<file path="config.mk">
export PLATFORM = sky130hd
export DESIGN_NAME = spi_master_ctrl_flat
export DESIGN_NICKNAME = d
export VERILOG_FILES = /design/src/rtl/spi_pkg.sv /design/src/rtl/spi_master_ctrl_if.sv /design/src/rtl/spi_sclk_gen.sv /design/src/rtl/spi_master_ctrl.sv /design/src/flat_wrapper.sv
export SDC_FILE = /design/constraint.sdc
export NUM_CORES = 1
export LEC_CHECK = 0
export ABC_AREA = 1
export ABC_CLOCK_PERIOD_IN_PS = 1600
export CAP_MARGIN = 20
export CELL_PAD_IN_SITES_DETAIL_PLACEMENT = 0
export CELL_PAD_IN_SITES_GLOBAL_PLACEMENT = 1
export CORE_UTILIZATION = 36
export CTS_CLUSTER_DIAMETER = 40
export DETAILED_ROUTE_END_ITERATION = 10
export PLACE_DENSITY_LB_ADDON = 0.1
export RECOVER_POWER = 25
export SYNTH_ARGS = -nofsm -noshare
export SYNTH_HDL_FRONTEND = slang
export SYNTH_SLANG_ARGS = --single-unit
</file>
<file path="constraint.sdc">
create_clock -name clk -period 1.6 [get_ports clk]
set_clock_uncertainty 0.1 [all_clocks]
set_input_delay 0.16 -clock clk [delete_from_list [all_inputs] [get_ports clk]]
set_output_delay 0.16 -clock clk [all_outputs]
set_load 0.01 [all_outputs]
</file>
<file path="src/rtl/spi_pkg.sv">
// ---------------------------------------------------------------------------
// spi_pkg
// Shared definitions for the SPI register-access master: frame geometry,
// sequencer state encoding and the command-word builder.
// Frame layout (MSB first): {wr, 11'b0, addr[3:0], data[15:0]}
// ---------------------------------------------------------------------------
package spi_pkg;

  localparam int FRAME_BITS = 32;
  localparam int DATA_W     = 16;
  localparam int ADDR_W     = 4;
  localparam int CMD_W      = FRAME_BITS - DATA_W;
  localparam int CMD_WR_BIT = 15;

  typedef enum logic [1:0] {
    IDLE  = 2'd0,
    SHIFT = 2'd1,
    HOLD  = 2'd2,
    GAP   = 2'd3
  } state_t;

  // Command word: write flag in the top bit, address in the low bits.
  function automatic logic [CMD_W-1:0] build_cmd(input logic wr,
                                                 input logic [ADDR_W-1:0] addr);
    logic [CMD_W-1:0] cmd;
    cmd                 = {CMD_W{1'b0}};
    cmd[CMD_WR_BIT]     = wr;
    cmd[ADDR_W-1:0]     = addr;
    return cmd;
  endfunction

endpackage

</file>
<file path="src/rtl/spi_master_ctrl_if.sv">
// ---------------------------------------------------------------------------
// spi_master_ctrl_if
// Local parallel request bus between a fabric-side requester and the SPI
// master sequencer.
//   req   : single-cycle request strobe (requester -> sequencer)
//   wr    : 1 = write, 0 = read
//   addr  : slave register address
//   wdata : write data
//   busy  : frame in progress (sequencer -> requester)
//   done  : one-cycle completion pulse
//   rdata : last read result
// ---------------------------------------------------------------------------
interface spi_master_ctrl_if;
  import spi_pkg::*;

  logic              req;
  logic              wr;
  logic [ADDR_W-1:0] addr;
  logic [DATA_W-1:0] wdata;
  logic              busy;
  logic              done;
  logic [DATA_W-1:0] rdata;

  modport master (
    output req, wr, addr, wdata,
    input  busy, done, rdata
  );

  modport slave (
    input  req, wr, addr, wdata,
    output busy, done, rdata
  );

endinterface

</file>
<file path="src/rtl/spi_sclk_gen.sv">
// ---------------------------------------------------------------------------
// spi_sclk_gen
// SCLK half-period generator. While enabled, the level toggles every CLK_DIV
// clk cycles starting low; while disabled it is held at count 0, level low.
//   clk, rst : system clock, synchronous active-high reset
//   en       : run enable (held in reset when low)
//   sclk     : registered SCLK level
//   rise_stb : high in the last cycle of a low phase (sclk rises at this edge)
//   fall_stb : high in the last cycle of a high phase (sclk falls at this edge)
// ---------------------------------------------------------------------------
module spi_sclk_gen #(
  parameter int CLK_DIV = 4
) (
  input  logic clk,
  input  logic rst,
  input  logic en,
  output logic sclk,
  output logic rise_stb,
  output logic fall_stb
);

  localparam logic [7:0] DIV_M1 = 8'(CLK_DIV - 1);

  logic [7:0] half_cnt_r;
  logic       sclk_r;
  logic       wrap_s;

  // End-of-half-period detection and edge strobes.
  always_comb begin
    wrap_s   = en && (half_cnt_r == DIV_M1);
    rise_stb = wrap_s && !sclk_r;
    fall_stb = wrap_s && sclk_r;
  end

  // Half-period counter and SCLK level register.
  always_ff @(posedge clk) begin
    if (rst || !en) begin
      half_cnt_r <= 8'd0;
      sclk_r     <= 1'b0;
    end else if (wrap_s) begin
      half_cnt_r <= 8'd0;
      sclk_r     <= ~sclk_r;
    end else begin
      half_cnt_r <= half_cnt_r + 8'd1;
    end
  end

  assign sclk = sclk_r;

endmodule

</file>
<file path="src/rtl/spi_master_ctrl.sv">
// ---------------------------------------------------------------------------
// spi_master_ctrl
// SPI master sequencer: turns one accepted request into a complete 32-bit
// register-access frame (SSEL low, 32 SCLK periods, hold, SSEL-high gap) and
// captures the 16-bit read data for reads.
//   clk, rst : system clock, synchronous active-high reset
//   bus      : local request bus (req/wr/addr/wdata in, busy/done/rdata out)
//   sclk     : SPI clock, idles low
//   ssel     : slave select, active low
//   mosi     : serial data out, MSB first, changes at low-phase start
//   miso     : serial data in, sampled in the last cycle of each high phase
// ---------------------------------------------------------------------------
module spi_master_ctrl
  import spi_pkg::*;
#(
  parameter int CLK_DIV    = 4,
  parameter int GAP_CYCLES = 4
) (
  input  logic               clk,
  input  logic               rst,
  spi_master_ctrl_if.slave   bus,
  output logic               sclk,
  output logic               ssel,
  output logic               mosi,
  input  logic               miso
);

  localparam logic [7:0] DIV_M1    = 8'(CLK_DIV - 1);
  localparam logic [7:0] GAP_M1    = 8'(GAP_CYCLES - 1);
  // Bit counter is advanced on each rising edge, so during the high phase of
  // bit k it reads k+1. Data bits 16..31 are therefore seen as 17..32.
  localparam logic [5:0] CAP_FIRST = 6'(CMD_W + 1);
  localparam logic [5:0] LAST_CNT  = 6'(FRAME_BITS);

  state_t                state_r, state_nxt;
  logic [FRAME_BITS-1:0] shreg_r, frame_s;
  logic [DATA_W-1:0]     cap_r, rdata_r;
  logic [5:0]            bit_cnt_r;
  logic [7:0]            wait_cnt_r;
  logic                  is_wr_r, busy_r, done_r, ssel_r;
  logic                  sclk_s, rise_stb_s, fall_stb_s, shift_en_s;
  logic                  accept_s, last_bit_s, hold_end_s, gap_end_s;

  assign shift_en_s = (state_r == SHIFT);

  spi_sclk_gen #(.CLK_DIV(CLK_DIV)) u_sclk_gen (
    .clk      (clk),
    .rst      (rst),
    .en       (shift_en_s),
    .sclk     (sclk_s),
    .rise_stb (rise_stb_s),
    .fall_stb (fall_stb_s)
  );

  // Frame image loaded at acceptance; reads send zeros in the data word.
  always_comb begin
    if (bus.wr) begin
      frame_s = {build_cmd(bus.wr, bus.addr), bus.wdata};
    end else begin
      frame_s = {build_cmd(bus.wr, bus.addr), {DATA_W{1'b0}}};
    end
  end

  // Sequencer next-state logic and phase-end strobes.
  always_comb begin
    state_nxt  = state_r;
    accept_s   = 1'b0;
    last_bit_s = 1'b0;
    hold_end_s = 1'b0;
    gap_end_s  = 1'b0;
    case (state_r)
      IDLE: begin
        if (bus.req) begin
          state_nxt = SHIFT;
          accept_s  = 1'b1;
        end else begin
          state_nxt = IDLE;
        end
      end
      SHIFT: begin
        if (fall_stb_s && (bit_cnt_r == LAST_CNT)) begin
          state_nxt  = HOLD;
          last_bit_s = 1'b1;
        end else begin
          state_nxt = SHIFT;
        end
      end
      HOLD: begin
        if (wait_cnt_r == DIV_M1) begin
          state_nxt  = GAP;
          hold_end_s = 1'b1;
        end else begin
          state_nxt = HOLD;
        end
      end
      GAP: begin
        if (wait_cnt_r == GAP_M1) begin
          state_nxt = IDLE;
          gap_end_s = 1'b1;
        end else begin
          state_nxt = GAP;
        end
      end
      default: begin
        state_nxt = IDLE;
      end
    endcase
  end

  // Sequencer state register.
  always_ff @(posedge clk) begin
    if (rst) begin
      state_r <= IDLE;
    end else begin
      state_r <= state_nxt;
    end
  end

  // Frame datapath: shift register, counters, capture and output registers.
  always_ff @(posedge clk) begin
    if (rst) begin
      shreg_r    <= {FRAME_BITS{1'b0}};
      cap_r      <= {DATA_W{1'b0}};
      rdata_r    <= {DATA_W{1'b0}};
      bit_cnt_r  <= 6'd0;
      wait_cnt_r <= 8'd0;
      is_wr_r    <= 1'b0;
      busy_r     <= 1'b0;
      done_r     <= 1'b0;
      ssel_r     <= 1'b1;
    end else begin
      done_r <= 1'b0;

      if (accept_s) begin
        shreg_r   <= frame_s;
        cap_r     <= {DATA_W{1'b0}};
        bit_cnt_r <= 6'd0;
        is_wr_r   <= bus.wr;
        busy_r    <= 1'b1;
        ssel_r    <= 1'b0;
      end

      if (rise_stb_s) begin
        bit_cnt_r <= bit_cnt_r + 6'd1;
      end

      // Falling edge starts the next low phase: present the next bit and
      // sample MISO for the data half of the frame.
      if (fall_stb_s) begin
        shreg_r <= {shreg_r[FRAME_BITS-2:0], 1'b0};
        if (bit_cnt_r >= CAP_FIRST) begin
          cap_r <= {cap_r[DATA_W-2:0], miso};
        end
      end

      if (hold_end_s) begin
        ssel_r <= 1'b1;
      end

      if (gap_end_s) begin
        done_r <= 1'b1;
        busy_r <= 1'b0;
        if (!is_wr_r) begin
          rdata_r <= cap_r;
        end
      end

      // Shared wait counter times both the HOLD and the GAP phase.
      if (last_bit_s || hold_end_s) begin
        wait_cnt_r <= 8'd0;
      end else if ((state_r == HOLD) || (state_r == GAP)) begin
        wait_cnt_r <= wait_cnt_r + 8'd1;
      end else begin
        wait_cnt_r <= 8'd0;
      end
    end
  end

  // MOSI is the MSB of the shift register, so it idles low once shifted out.
  assign mosi      = shreg_r[FRAME_BITS-1];
  assign sclk      = sclk_s;
  assign ssel      = ssel_r;
  assign bus.busy  = busy_r;
  assign bus.done  = done_r;
  assign bus.rdata = rdata_r;

endmodule

</file>
<file path="src/flat_wrapper.sv">
// flat-port wrapper written by rule: the top's interface ports become plain ports
module spi_master_ctrl_flat import spi_pkg::*;
#(
  parameter int CLK_DIV    = 4,
  parameter int GAP_CYCLES = 4
)
  (clk, rst, sclk, ssel, mosi, miso, bus_req, bus_wr, bus_addr, bus_wdata, bus_busy, bus_done, bus_rdata);
  spi_master_ctrl_if bus_i ();
  input  logic clk;
  input  logic rst;
  output logic sclk;
  output logic ssel;
  output logic mosi;
  input  logic miso;
  input wire logic [$bits(bus_i.req)-1:0] bus_req;
  input wire logic [$bits(bus_i.wr)-1:0] bus_wr;
  input wire logic [$bits(bus_i.addr)-1:0] bus_addr;
  input wire logic [$bits(bus_i.wdata)-1:0] bus_wdata;
  output wire logic [$bits(bus_i.busy)-1:0] bus_busy;
  output wire logic [$bits(bus_i.done)-1:0] bus_done;
  output wire logic [$bits(bus_i.rdata)-1:0] bus_rdata;
  assign bus_i.req = bus_req;
  assign bus_i.wr = bus_wr;
  assign bus_i.addr = bus_addr;
  assign bus_i.wdata = bus_wdata;
  assign bus_busy = bus_i.busy;
  assign bus_done = bus_i.done;
  assign bus_rdata = bus_i.rdata;
  spi_master_ctrl #(.CLK_DIV(CLK_DIV), .GAP_CYCLES(GAP_CYCLES)) u_core (.clk(clk), .rst(rst), .bus(bus_i), .sclk(sclk), .ssel(ssel), .mosi(mosi), .miso(miso));
endmodule
</file>
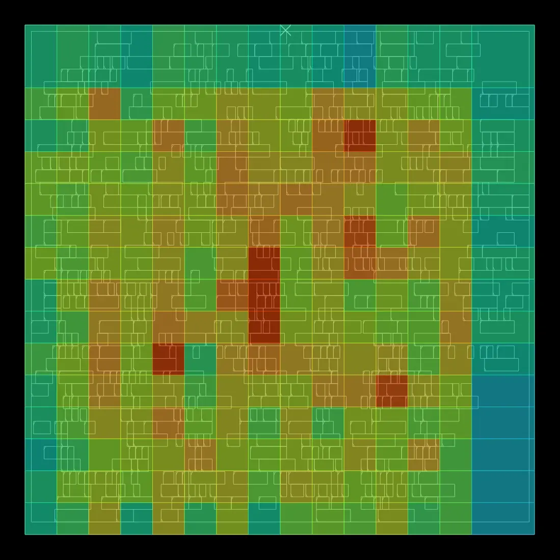
final_congestion.png
GRT busiest layer: met2
Total GRT Usage: 17.8%

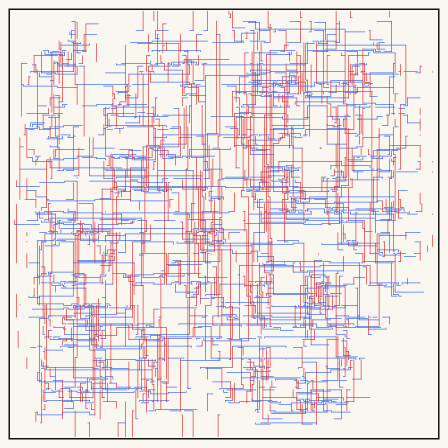
metal_stack.png
Two of the layers only.
- red: met2 (wire length 4970 um)
- blue: met1 (wire length 5000 um)

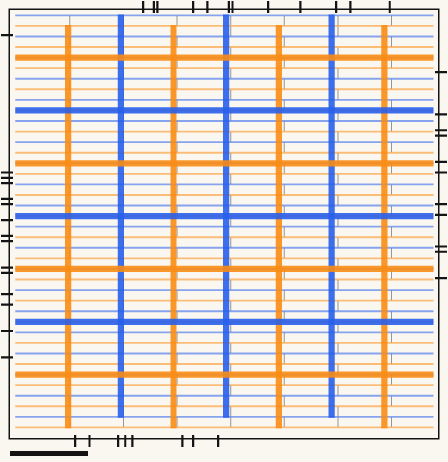
pdn.png
The bar under the picture is 20 um long. Pins as bars on the die edge. Tap cells in gray.
- orange: VSS
- blue: VDD
- rows: 39
- met5 straps: 7
- tap cells: 143
- met4 straps: 7
- met1 rails: 40

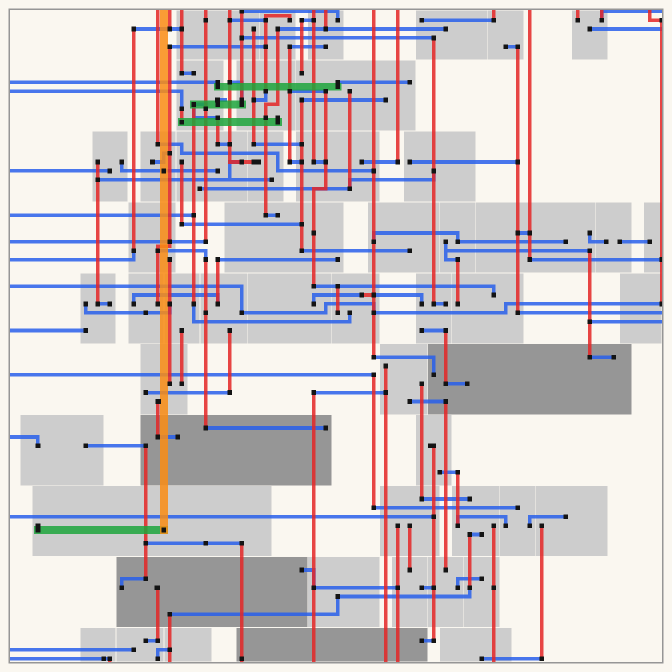
zoom.png
Region (70, 15) to (95, 40) um. Cells in gray, sequential cells in the stronger gray; small squares are vias.
- green: met3
- blue: met1
- orange: met4
- red: met2
- sequential cells in the window: 3
- cells with their middle in the window: 45
- most frequent: nand2_1 (8), buf_4 (6)
- netlist names of flops here include: u_core.bit_cnt_r (2), u_core.u_sclk_gen.half_cnt_r (1)

==> flow_summary_export.csv <==
group,metric,value,unit
cells_and_area,num_antenna_cells,0,
synth,synth_cells,604,
detailed_routing,routed.top_layer,"met4",
outcome,outcome,"finished with violations",
setup_path,critical_path.max_stage_delay,0.35,ns
power,p_sw_share,24.5,%
place,preCtsSetupSlack,-0.0886,ns
place,place.port_buffers,45,
setup_path,critical_path.endpoint,"u_core.shreg_r[2]$_SDFFE_PP0P_",
cts,holdBufCountCts,0,
floorplanning,fp_util,36.9,%
cells_and_area,drive_above_1_share,21.9,%
synth,edf_count,0,
place,dp.cells,819,
detailed_routing,wl_met2,4970,um
power,p_comb_share,8.9,%
setup_path,cp_cell_sequence,"ha_4 -> nand2_4 -> nor2_4 -> nand3_4 -> nand2_4 -> clkbuf_16 -> nor2_1 -> nor2_1 -> nor2_1",
synth,synth-cells-yosys,604,
synth,ys_seq_share,44.2,%
detailed_routing,detail-route-antenna-nets,0,
global_routing,grt_max_degree,32,
setup_path,cp-end-kind,"flop",
cts,h-tree-depth,3,
setup_path,crit_required,1.72,ns
sta,fmax,0.644,GHz
synth,ys_area,0.00421,sq mm
sta,setup_ws,0.0461,ns
power,clock_power_share,41.8,%
cells_and_area,final_cells,842,
cts,clk_latency,0.34,ns
sta,slew_viol_final,0,
setup_path,cp-start-kind,"flop",
outcome,violations,"DRC",
cells_and_area,area_growth,38.6,%
floorplanning,fp.dieH,110,um
detailed_routing,drc,2,
place,gp_congestion,0.744,
synth,synthDistinctLibCells,31,
setup_path,worst_path_most_repeated_cell,"nor2_1",
power,power_frac_seq,49.4,%
cells_and_area,nets,726,
cells_and_area,layout_top_cells,"129 x nand2_1, 87 x nor2_1, 84 x dfxtp_1",
cts,path_clk_slew,0.06,ns
min_path,min_to,"u_core.shreg_r[0]$_SDFFE_PP0P_",
global_routing,gr-total-overflow,0,
setup_path,slowest_stage,"dfxtp_2",
synth,syn-num-nets,635,
synth,synth-async-reset-ratio,0,%
sta,holdWs,0.289,ns
setup_path,reg2reg_depth,9,
setup_path,critPathKind,"reg -> reg",
detailed_routing,routedWlPerCell,12.4,um
setup_path,r2r-start,"u_core.u_sclk_gen.half_cnt_r[1]$_SDFF_PP0_",
sta,rsz0062_at_grt,"true",
synth,ys_dominant_reg_cell,"dfxtp_1",
global_routing,grt_pass1_wl,16600,um
power,p_sw,1180,uW
synth,ys_seq_elements,93,
## what timing repair did
item,CTS,global route
gates resized,22,71
hold endpoints to repair,0,0
pin swaps,5,21
setup buffers,1,6
gates cloned,1,2
endpoints found under the setup margin,63,83
## metrics by stage
| stage | instance area [sq um] | total power, uW |
|---|---|---|
| after floorplan | 4210 | 2630 |
| after global routing | 5840 | 5030 |
| after global placement | 5220 | 2820 |
| after detailed placement | 5220 | 2830 |
| after CTS | 5580 | 4860 |
| final | 5840 | 4820 |
## power by group through the flow
stage	combinational (uW)	clock [uW]	sequential, uW
global placement	394	0	2430
detailed placement	395	0	2430
finish	427	2010	2380
floorplan	203	0	2430
CTS	400	2080	2380
global route	474	2180	2380
## registers in the layout, indices dropped and copies added (netlist names)
| name | cells |
|---|---|
| u_core.state_r | 2 |
| u_core.u_sclk_gen.half_cnt_r | 8 |
| u_core.bus.busy | 1 |
| u_core.bus.rdata | 16 |
| u_core.bit_cnt_r | 6 |
| u_core.bus.done | 1 |
| u_core.is_wr_r | 1 |
| u_core.cap_r | 16 |
| u_core.u_sclk_gen.sclk | 1 |
| u_core.ssel | 1 |
| u_core.shreg_r | 32 |
| u_core.wait_cnt_r | 8 |
## final cells by class
class,count,area [sq um]
Clock buffer,10,239
Clock inverter,5,37.5
Fill cell,1157,5580
Inverter,66,253
Multi-Input combinational cell,416,2170
Sequential cell,93,1870
Tap cell,143,179
Timing Repair Buffer,109,1080
## worst max-delay path: cells and delay by family, from the launching register on
family                   cells  cell delay [ns]
adder cells (fa/ha/maj)      1             0.15
buffers and inverters        1             0.16
flip-flops                   1             0.35
AND/OR/NAND/NOR              7             0.68
## cell usage after synthesis (2+ instances only)
| cell type | count | share of area [%] |
|---|---|---|
| nor2_2 | 2 | 0.30 |
| inv_1 | 61 | 5.4 |
| clkinv_2 | 2 | 0.24 |
| buf_6 | 2 | 0.53 |
| xor2_1 | 5 | 1.0 |
| a21oi_1 | 62 | 7.4 |
| ha_1 | 6 | 1.8 |
| o21ai_0 | 25 | 3.0 |
| nand2_1 | 138 | 12 |
| nor2_4 | 3 | 0.80 |
| nand2_2 | 2 | 0.30 |
| or2_2 | 2 | 0.30 |
| nand3_1 | 36 | 4.3 |
| clkbuf_1 | 20 | 1.8 |
| a21boi_0 | 5 | 0.89 |
| nor3b_1 | 2 | 0.36 |
| dfxtp_1 | 93 | 44 |
| nor3_1 | 3 | 0.36 |
| nor2_1 | 97 | 8.6 |
| inv_2 | 2 | 0.18 |
| buf_4 | 6 | 1.1 |
| nand3b_1 | 2 | 0.36 |
| nand4_1 | 19 | 2.8 |
| nor4_1 | 2 | 0.30 |
## logic make-up (layout without fill, tap and decap cells)
family                   after synthesis  in the layout  share of synthesized area (%)
XOR/XNOR                               6              6                           1.25
adder cells (fa/ha/maj)                6              6                           1.78
buffers and inverters                 95            190                           9.41
flip-flops                            93             93                           44.2
AND-OR/OR-AND                         94             94                           11.6
AND/OR/NAND/NOR                      310            310                           31.8
## routing by layer
metal	track usage (%)	up-vias
met5	0	-
met4	8.46	0
met3	2.94	11
met2	28.9	55
met1	23.0	1826
li1	-	2107
No activity file was given, so power comes from the tool's default toggle rates.
